**config.mk**
```make
export PLATFORM = sky130hd
export DESIGN_NAME = aes_inv_mixcol_engine
export DESIGN_NICKNAME = d
export VERILOG_FILES = /design/src/rtl/aes_pkg.sv /design/src/rtl/aes_inv_mixcol_col.sv /design/src/rtl/aes_inv_mixcol_engine.sv
export SDC_FILE = /design/constraint.sdc
export NUM_CORES = 1
export LEC_CHECK = 0
export CAP_MARGIN = 40
export CORE_UTILIZATION = 39
export DETAILED_ROUTE_END_ITERATION = 6
export PLACE_DENSITY = 0.65
export RECOVER_POWER = 50
export SLEW_MARGIN = 0
export SYNTH_ARGS = -nofsm -noshare
export SYNTH_HDL_FRONTEND = slang
export SYNTH_SLANG_ARGS = --single-unit
```
**constraint.sdc**
```tcl
create_clock -name clk -period 4.55 [get_ports clk]
set_clock_uncertainty 0.1 [all_clocks]
set_input_delay 1.365 -clock clk [delete_from_list [all_inputs] [get_ports clk]]
set_output_delay 1.365 -clock clk [all_outputs]
set_load 0.05 [all_outputs]
```
**src/rtl/aes_pkg.sv**
```systemverilog
// Shared AES types, GF(2^8) helpers and the inverse-mix FSM state encoding.
package aes_pkg;

  typedef logic [127:0] aes_state_t;
  typedef logic [31:0]  aes_col_t;

  localparam logic [7:0] AES_POLY = 8'h1B;

  typedef enum logic [1:0] {
    IDLE = 2'd0,
    BUSY = 2'd1,
    DONE = 2'd2
  } inv_mix_st_e;

  // Multiply by x modulo x^8+x^4+x^3+x+1; the carry-out bit folds back as 0x1B.
  function automatic logic [7:0] xtime(input logic [7:0] b);
    return {b[6:0], 1'b0} ^ (b[7] ? AES_POLY : 8'h00);
  endfunction

  // Product with a constant below 16, built from the x, x^2 and x^3 multiples.
  function automatic logic [7:0] gf_mul(input logic [7:0] b, input logic [3:0] c);
    logic [7:0] x2;
    logic [7:0] x4;
    logic [7:0] x8;
    x2 = xtime(b);
    x4 = xtime(x2);
    x8 = xtime(x4);
    return ({8{c[0]}} & b) ^ ({8{c[1]}} & x2) ^ ({8{c[2]}} & x4) ^ ({8{c[3]}} & x8);
  endfunction

endpackage

```
**src/rtl/aes_inv_mixcol_col.sv**
```systemverilog
// Combinational InvMixColumns of one 32-bit column; a0 is the top byte [31:24].
module aes_inv_mixcol_col
  import aes_pkg::*;
(
  input  aes_col_t col,
  output aes_col_t mixed
);

  logic [7:0] a0;
  logic [7:0] a1;
  logic [7:0] a2;
  logic [7:0] a3;

  assign a0 = col[31:24];
  assign a1 = col[23:16];
  assign a2 = col[15:8];
  assign a3 = col[7:0];

  // Each output row uses the coefficient row {0e,0b,0d,09} rotated right by the row index.
  assign mixed[31:24] = gf_mul(a0, 4'he) ^ gf_mul(a1, 4'hb) ^ gf_mul(a2, 4'hd) ^ gf_mul(a3, 4'h9);
  assign mixed[23:16] = gf_mul(a0, 4'h9) ^ gf_mul(a1, 4'he) ^ gf_mul(a2, 4'hb) ^ gf_mul(a3, 4'hd);
  assign mixed[15:8]  = gf_mul(a0, 4'hd) ^ gf_mul(a1, 4'h9) ^ gf_mul(a2, 4'he) ^ gf_mul(a3, 4'hb);
  assign mixed[7:0]   = gf_mul(a0, 4'hb) ^ gf_mul(a1, 4'hd) ^ gf_mul(a2, 4'h9) ^ gf_mul(a3, 4'he);

endmodule

```
**src/rtl/aes_inv_mixcol_engine.sv**
```systemverilog
// Decrypt round tail: AddRoundKey then InvMixColumns, COLS_PER_CYCLE columns per clock.
// Handshakes: a transfer happens on a rising edge where valid and ready are both high;
// valid holds with stable data until that edge; in_ready is high only in IDLE.
module aes_inv_mixcol_engine
  import aes_pkg::*;
#(
  parameter int COLS_PER_CYCLE = 1
) (
  input  logic        clk,
  input  logic        rst_n,
  input  logic        in_valid,
  output logic        in_ready,
  input  aes_state_t  in_state,
  input  aes_state_t  in_key,
  input  logic        skip_mix,
  output logic        out_valid,
  input  logic        out_ready,
  output aes_state_t  out_state,
  output logic        busy,
  output inv_mix_st_e dbg_state
);

  if (COLS_PER_CYCLE != 1 && COLS_PER_CYCLE != 2 && COLS_PER_CYCLE != 4) begin : g_bad_cols
    $fatal(1, "aes_inv_mixcol_engine: COLS_PER_CYCLE must be 1, 2 or 4");
  end

  localparam logic [2:0] STEP = 3'(COLS_PER_CYCLE);

  inv_mix_st_e state;
  logic [1:0]  cnt;
  logic [2:0]  cnt_sum;
  aes_state_t  work;
  aes_state_t  work_next;
  aes_col_t    grp_in  [COLS_PER_CYCLE];
  aes_col_t    grp_out [COLS_PER_CYCLE];

  always_comb begin
    for (int g = 0; g < COLS_PER_CYCLE; g++) begin
      grp_in[g] = work[127 - 32 * ((int'(cnt) + g) & 3) -: 32];
    end
  end

  for (genvar g = 0; g < COLS_PER_CYCLE; g++) begin : g_col
    aes_inv_mixcol_col u_col (
      .col   (grp_in[g]),
      .mixed (grp_out[g])
    );
  end

  always_comb begin
    work_next = work;
    for (int g = 0; g < COLS_PER_CYCLE; g++) begin
      work_next[127 - 32 * ((int'(cnt) + g) & 3) -: 32] = grp_out[g];
    end
  end

  // A carry into bit 2 marks the last column group; the low bits wrap cnt back to 0.
  assign cnt_sum   = {1'b0, cnt} + STEP;
  assign dbg_state = state;

  always_ff @(posedge clk or negedge rst_n) begin
    if (!rst_n) begin
      state     <= IDLE;
      cnt       <= 2'd0;
      work      <= '0;
      in_ready  <= 1'b1;
      out_valid <= 1'b0;
      out_state <= '0;
      busy      <= 1'b0;
    end else begin
      case (state)
        IDLE: begin
          if (in_valid) begin
            work     <= in_state ^ in_key;
            cnt      <= 2'd0;
            in_ready <= 1'b0;
            busy     <= 1'b1;
            if (skip_mix) begin
              state     <= DONE;
              out_valid <= 1'b1;
              out_state <= in_state ^ in_key;
            end else begin
              state <= BUSY;
            end
          end
        end
        BUSY: begin
          work <= work_next;
          cnt  <= cnt_sum[1:0];
          if (cnt_sum[2]) begin
            state     <= DONE;
            out_valid <= 1'b1;
            out_state <= work_next;
          end
        end
        DONE: begin
          if (out_ready) begin
            state     <= IDLE;
            out_valid <= 1'b0;
            in_ready  <= 1'b1;
            busy      <= 1'b0;
          end
        end
        default: begin
          state     <= IDLE;
          in_ready  <= 1'b1;
          out_valid <= 1'b0;
          busy      <= 1'b0;
        end
      endcase
    end
  end

endmodule

```
run_1/floorplan.png
Pins as bars on the die edge.
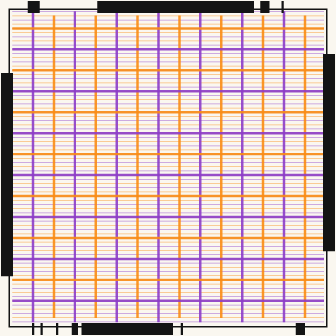
| net | colour |
|---|---|
| VDD | orange |
| VSS | purple |
rows: 74
met5 straps: 14
met1 rails: 75
signal pins: 394
met4 straps: 14
die x size: 205.1 µm
core area: 40740 µm²
Die H: 205.1 µm

run_1/class_map.png
The bar under the picture is 50 µm long.
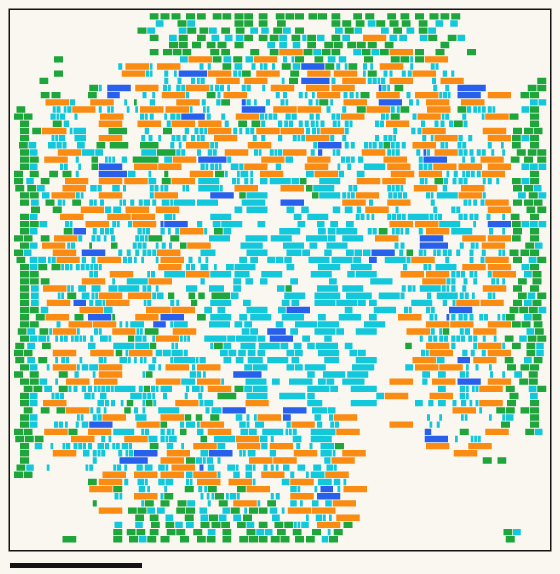
| class | colour | cells | share of their area |
|---|---|---|---|
| registers | orange | 263 | 31% |
| remaining logic cells | cyan | 1241 | 43% |
| remaining buffers and delay cells | green | 437 | 21% |
| clock drivers and dummy loads | blue | 54 | 5.3% |

run_1/clock_wires.png
The bar under the picture is 50 µm long.
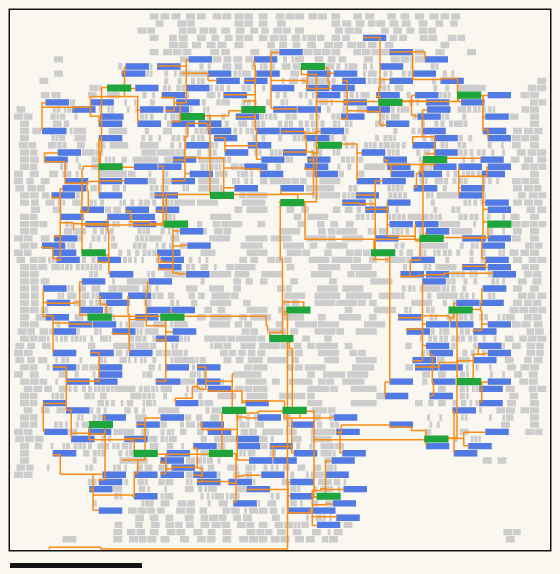
[flip-flops] blue | count: 263
[clock wires] orange | length: 3640 µm
[clock-net drivers] green | count: 29
flops lie: all over the die
routed clock nets: 30

==> flow_metrics.env, run 1 <==
# flow metrics
export IMPL_outcome="finished, violations left"
export IMPL_violations="capacitance limit, slew limit"
export IMPL_post_place_ws_ns=0.5251
export IMPL_fp_util=0.3947
export IMPL_ff_type="dfrtp_1"
export IMPL_cp_common_cell="xnor3_1"
export IMPL_ys_sh_simple=0.08691
export IMPL_hold_end="out_state[17]"
export IMPL_cp_depth=8
export IMPL_grt_util_met2=0.4457
export IMPL_min_period_ns=4.017
export IMPL_cp_end_kind="register"
export IMPL_r2r_end="out_state[76]"
export IMPL_wl_met1_mm=22.86
export IMPL_report_final_setup_viol=0
export IMPL_antenna_found_initial=0
export IMPL_holdCritStartpoint="out_state[17]"
export IMPL_antenna_cells=0
export IMPL_postLayoutCoreUtil=0.5333
export IMPL_cts_htree_levels=1
export IMPL_adder_share=0.003112
export IMPL_rrSetupSlack_ns=0.53
export IMPL_ys_top_logic_family="XOR/XNOR gates"
export IMPL_edf_count=0
export IMPL_syn_to_final_growth_pct=35.10
export IMPL_hold_viol_final=0
export IMPL_synth_chip_area_um2=16080
export IMPL_warnings=31
export IMPL_syn_cell_area_um2=16080
export IMPL_post_route_worst_setup_slack_ns=0.5332
export IMPL_hp_class="register to register"
export IMPL_drv_cap=3
export IMPL_grt_pass1_vias=13870
export IMPL_cp_data_required_time_ns=4.93
export IMPL_lay_top_cells="clkdlybuf4s50_1, dfrtp_1, nand2_1"
export IMPL_muxShareOfSynthArea=0.04505
export IMPL_fp_nets=1896
export IMPL_max_stage_delay_ns=0.65
export IMPL_dp_cells=2473
export IMPL_clock_latency_ns=0.57
export IMPL_ys_types=49
export IMPL_clock_fmax_ghz=0.2490
export IMPL_cp_slowest_cell="dfrtp_2"
export IMPL_io_pins=394
export IMPL_tns_ns=0
export IMPL_slew_headroom=-0.5731
export IMPL_cts_tree="built"
export IMPL_critPathMaxFanout=14
export IMPL_post_route_drc_count=0
export IMPL_met3_usage=0.04295
export IMPL_seq_area_frac_synth=0.4094
export IMPL_use_met1=0.3510
export IMPL_numCtsBuffers=29
export IMPL_wl_met2_mm=27.47
export IMPL_top_layer_used="met4"
export IMPL_grt_pass1_wl_mm=84.46
export IMPL_nets=2237
export IMPL_wl_per_cell_um=22.37
export IMPL_vias_per_cell=5.573
export IMPL_clock_sinks=263
export IMPL_routabilityCongestion=0.8870
export IMPL_ys_sh_xor=0.2239
export IMPL_r2r_start="cnt[0]"
export IMPL_ys_warn_count=0
export IMPL_numSynthFlops=263
export IMPL_rr_worst_depth=8
export IMPL_ant_nets=0
export IMPL_hold_buffers=0
export IMPL_vias=14080
export IMPL_synth_avg_cell_area_um2=9.859
export IMPL_async_flop_share=1.000
export IMPL_finalCritPeriodShare=0.8828
export IMPL_place_area_um2=20650
export IMPL_clkTransAtPathRegs_ns=0.06
export IMPL_yosysCellCount=1631
export IMPL_tightest_slew_ns=2.360
export IMPL_drt_initial_drc_count=1183
export IMPL_dpl_hpwl_mm=42.00
export IMPL_cts_resized=0
export IMPL_syn_inst=1631
export IMPL_grt_overflow=0
export IMPL_start_kind="register"
export IMPL_slew_violations=209
export IMPL_compound_area_frac=0.1900
## run 1: cell families (layout without fill, tap and decap cells)
| logic type | after synthesis | after routing |
|---|---|---|
| adders and majority gates | 4 | 4 |
| DFF | 263 | 263 |
| buffers and inverters | 158 | 522 |
| xor gates and xnor gates | 294 | 294 |
| AOI/OAI and AO/OA | 523 | 523 |
| and+or+nand+nor | 357 | 357 |
| muxes | 32 | 32 |
## run 1: synth_stat cells (6+ instances only)
cell type | count | area, µm²
clkbuf_1 | 99 | 371.6
xor2_1 | 122 | 1069
a221oi_1 | 18 | 157.7
buf_2 | 12 | 60.06
mux4_2 | 31 | 698.2
dfrtp_1 | 262 | 6556
a21oi_1 | 102 | 510.5
o21ai_1 | 85 | 425.4
nor3_1 | 8 | 40.04
a211oi_1 | 23 | 172.7
xnor2_1 | 96 | 840.8
a222oi_1 | 7 | 70.07
a22oi_1 | 8 | 60.06
o22ai_1 | 17 | 106.4
o31ai_1 | 13 | 97.59
o21ai_0 | 208 | 1041
xnor3_1 | 44 | 991.0
xor3_1 | 10 | 237.7
buf_1 | 6 | 22.52
nand3_1 | 18 | 90.09
o221ai_1 | 7 | 61.31
a221oi_2 | 7 | 105.1
nand2_1 | 228 | 855.8
nor2_1 | 93 | 349.1
inv_1 | 31 | 116.4
a22o_1 | 16 | 140.1
xnor2_2 | 6 | 97.59
## run 1: layout make-up
cell class                      count  area, µm²
Clock buffer                       39      823.3
Timing Repair Buffer              437       4363
Sequential cell                   263       6585
Tap cell                          532      665.6
Clock inverter                     15      300.3
Inverter                           31      116.4
Multi-Input combinational cell   1210       8871
Fill cell                        3700      19010
## run 1: sequential cells by signal, summed over array words and instances, names as in the netlist
register,count
out_state,128
work,128
cnt,2
dbg_state,2
busy,1
in_ready,1
out_valid,1
==> run 1 -> run 2 <==
--- a/config.mk
+++ b/config.mk
@@ -7,6 +7,7 @@
 export LEC_CHECK = 0
 export CAP_MARGIN = 40
 export CORE_UTILIZATION = 39
+export CTS_BUF_LIST = sky130_fd_sc_hd__clkbuf_2 sky130_fd_sc_hd__clkbuf_4 sky130_fd_sc_hd__clkbuf_8
 export DETAILED_ROUTE_END_ITERATION = 6
 export PLACE_DENSITY = 0.65
 export RECOVER_POWER = 50
run_2/layers.png
Only two layers are drawn.
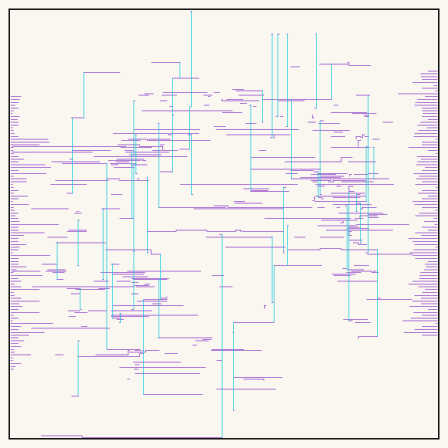
| layer | colour | wire length |
|---|---|---|
| M4 | cyan | 1610 µm |
| M3 | purple | 4750 µm |
final wirelength: 56.62 mm
Vias: 14150
global router's overall resource usage: 0.2664

run_2/class_map.png
The bar under the picture is 50 µm long.
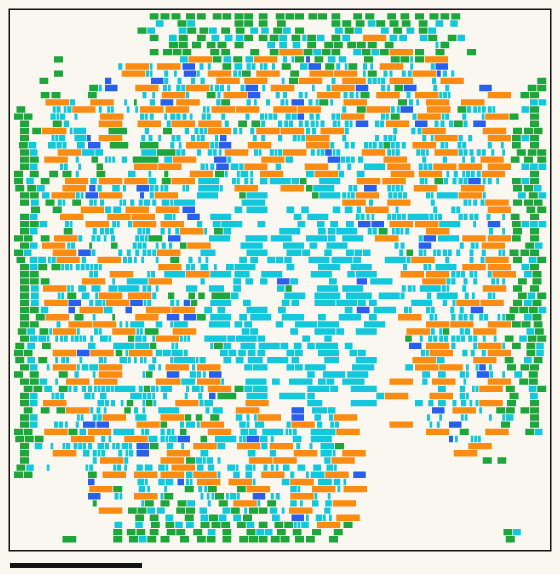
| class | colour | cells | share of their area |
|---|---|---|---|
| clock drivers and dummy loads | blue | 79 | 4.6% |
| remaining buffers and delay cells | green | 437 | 21% |
| registers | orange | 263 | 32% |
| remaining logic cells | cyan | 1241 | 43% |
Final Cell Area: 21570 µm²
sequential cell area share: 0.3053

run_2/clock_nets.png
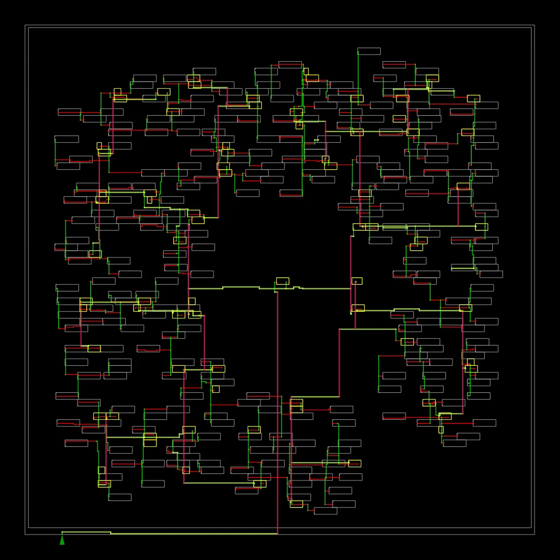
total CTS buffers: 46
clk sinks: 263

==> run 2 against run 1 <==
The flow still finishes with violations (capacitance limit, slew limit). Global-route usage increased by 0.057 points. Clock-buffer cell count increased by 32. Non-clock buffer count unchanged. Wire length increased by 0.17%. Largest cell class unchanged.
==> flow_metrics.env, run 2 <==
# flow metrics
export IMPL_fp_nets=1896
export IMPL_wl_met1_mm=22.81
export IMPL_post_route_drc_count=0
export IMPL_clock_fmax_ghz=0.2485
export IMPL_edf_count=0
export IMPL_clkTransAtPathRegs_ns=0.07
export IMPL_cp_data_required_time_ns=4.95
export IMPL_warnings=31
export IMPL_ant_nets=0
export IMPL_cp_end_kind="register"
export IMPL_synth_chip_area_um2=16080
export IMPL_tightest_slew_ns=2.335
export IMPL_topCellsByArea="dfrtp_1, xor2_1, o21ai_0"
export IMPL_die_h_um=205.1
export IMPL_start_kind="register"
export IMPL_tns_ns=0
export IMPL_cts_htree_levels=2
export IMPL_drv_cap=3
export IMPL_startpoint="cnt[0]"
export IMPL_violations="capacitance limit, slew limit"
export IMPL_holdCritStartpoint="out_state[9]"
export IMPL_syn_cell_area_um2=16080
export IMPL_async_flop_share=1.000
export IMPL_yosysCellCount=1631
export IMPL_outcome="finished, violations left"
export IMPL_postLayoutCoreUtil=0.5294
export IMPL_dpl_hpwl_mm=42.00
export IMPL_ys_warn_count=0
export IMPL_grt_pass1_wl_mm=84.50
export IMPL_antenna_cells=0
export IMPL_min_period_ns=4.024
export IMPL_cts_resized=0
export IMPL_post_place_ws_ns=0.5251
export IMPL_cp_slowest_cell="mux4_2"
export IMPL_top_cell_area_share=0.4077
export IMPL_slew_violations=209
export IMPL_largest_area_cell="dfrtp_1"
export IMPL_dp_cells=2473
export IMPL_fillers=3720
export IMPL_top_regs="out_state: 128 flops, work: 128 flops"
export IMPL_cts_tree="built"
export IMPL_vias_per_cell=5.543
export IMPL_grt_pass1_vias=13900
export IMPL_nets=2254
export IMPL_critPathMaxFanout=16
export IMPL_finalCritPeriodShare=0.8844
export IMPL_io_pins=394
export IMPL_hold_viol_final=0
export IMPL_wl_met2_mm=27.45
export IMPL_critPathTopFamily="XOR/XNOR gates"
export IMPL_hold_buffers=0
export IMPL_ff_type="dfrtp_1"
export IMPL_drt_initial_drc_count=1106
export IMPL_crit_chain="buf_12 -> mux4_2 -> xnor3_1 -> xor2_1 -> xnor3_1 -> o22ai_1 -> nand2_1 -> nand2_1"
export IMPL_core_um2=40740
export IMPL_top_layer_used="met4"
export IMPL_seq_area_frac_synth=0.4094
export IMPL_numSynthFlops=263
export IMPL_grt_max_degree=121
export IMPL_max_stage_delay_ns=0.70
export IMPL_clock_latency_ns=0.57
export IMPL_r2r_start="cnt[0]"
export IMPL_syn_to_final_growth_pct=34.12
export IMPL_hp_class="register to register"
export IMPL_slew_headroom=-0.5569
export IMPL_report_final_setup_viol=0
export IMPL_routabilityCongestion=0.8870
export IMPL_antenna_found_initial=0
export IMPL_top_cells_by_count="dfrtp_1, nand2_1, o21ai_0"
export IMPL_synth_avg_cell_area_um2=9.859
export IMPL_syn_inst=1631
export IMPL_grt_overflow=0
export IMPL_top_cell="dfrtp_1"
export IMPL_wl_per_cell_um=22.19
export IMPL_ys_types=49
## run 2: path summary, 6_finish.rpt
kind                                  to  slack (ns)  depth (start not counted)
max                        out_state[22]        0.53                          8
min                         out_state[9]        0.37                          2
max reg2reg                out_state[22]        0.53                          8
min reg2reg                 out_state[9]        0.37                          2
max in group asynchronous   out_state[9]        1.09                          2
min in group asynchronous       work[84]        0.63                          1
## run 2: logic make-up after synthesis
group,after synthesis,share of synthesized area
AND-OR/OR-AND,523,0.1900
XOR/XNOR,294,0.2239
adder cells (fa/ha/maj),4,0.003112
buffers and inverters,158,0.04171
flip-flops,263,0.4094
multiplexers,32,0.04505
AND/OR/NAND/NOR,357,0.08691
## run 2: layer usage
metal  up-vias  GRT usage
met2       741     0.4459
met3       109    0.04057
met1      6881     0.3542
met5         -          0
li1       6416          -
met4         0    0.08280
## run 2: final cells by class
cell class / instances / area, µm² / share of cell area
Inverter: 31 / 116.4 / 0.005395
Clock inverter: 8 / 51.30 / 0.002379
Timing Repair Buffer: 437 / 4363 / 0.2023
Tap cell: 532 / 665.6 / 0.03086
Clock buffer: 71 / 914.6 / 0.04241
Sequential cell: 263 / 6585 / 0.3053
Multi-Input combinational cell: 1210 / 8871 / 0.4113
## run 2: worst register-to-register path: cells and delay by family (launching register included)
family                 cells  cell delay [ns]
XOR/XNOR                   3             1.68
multiplexers               1             0.72
flip-flops                 1             0.65
AND-OR/OR-AND              1             0.37
buffers and inverters      1             0.24
AND/OR/NAND/NOR            2             0.19
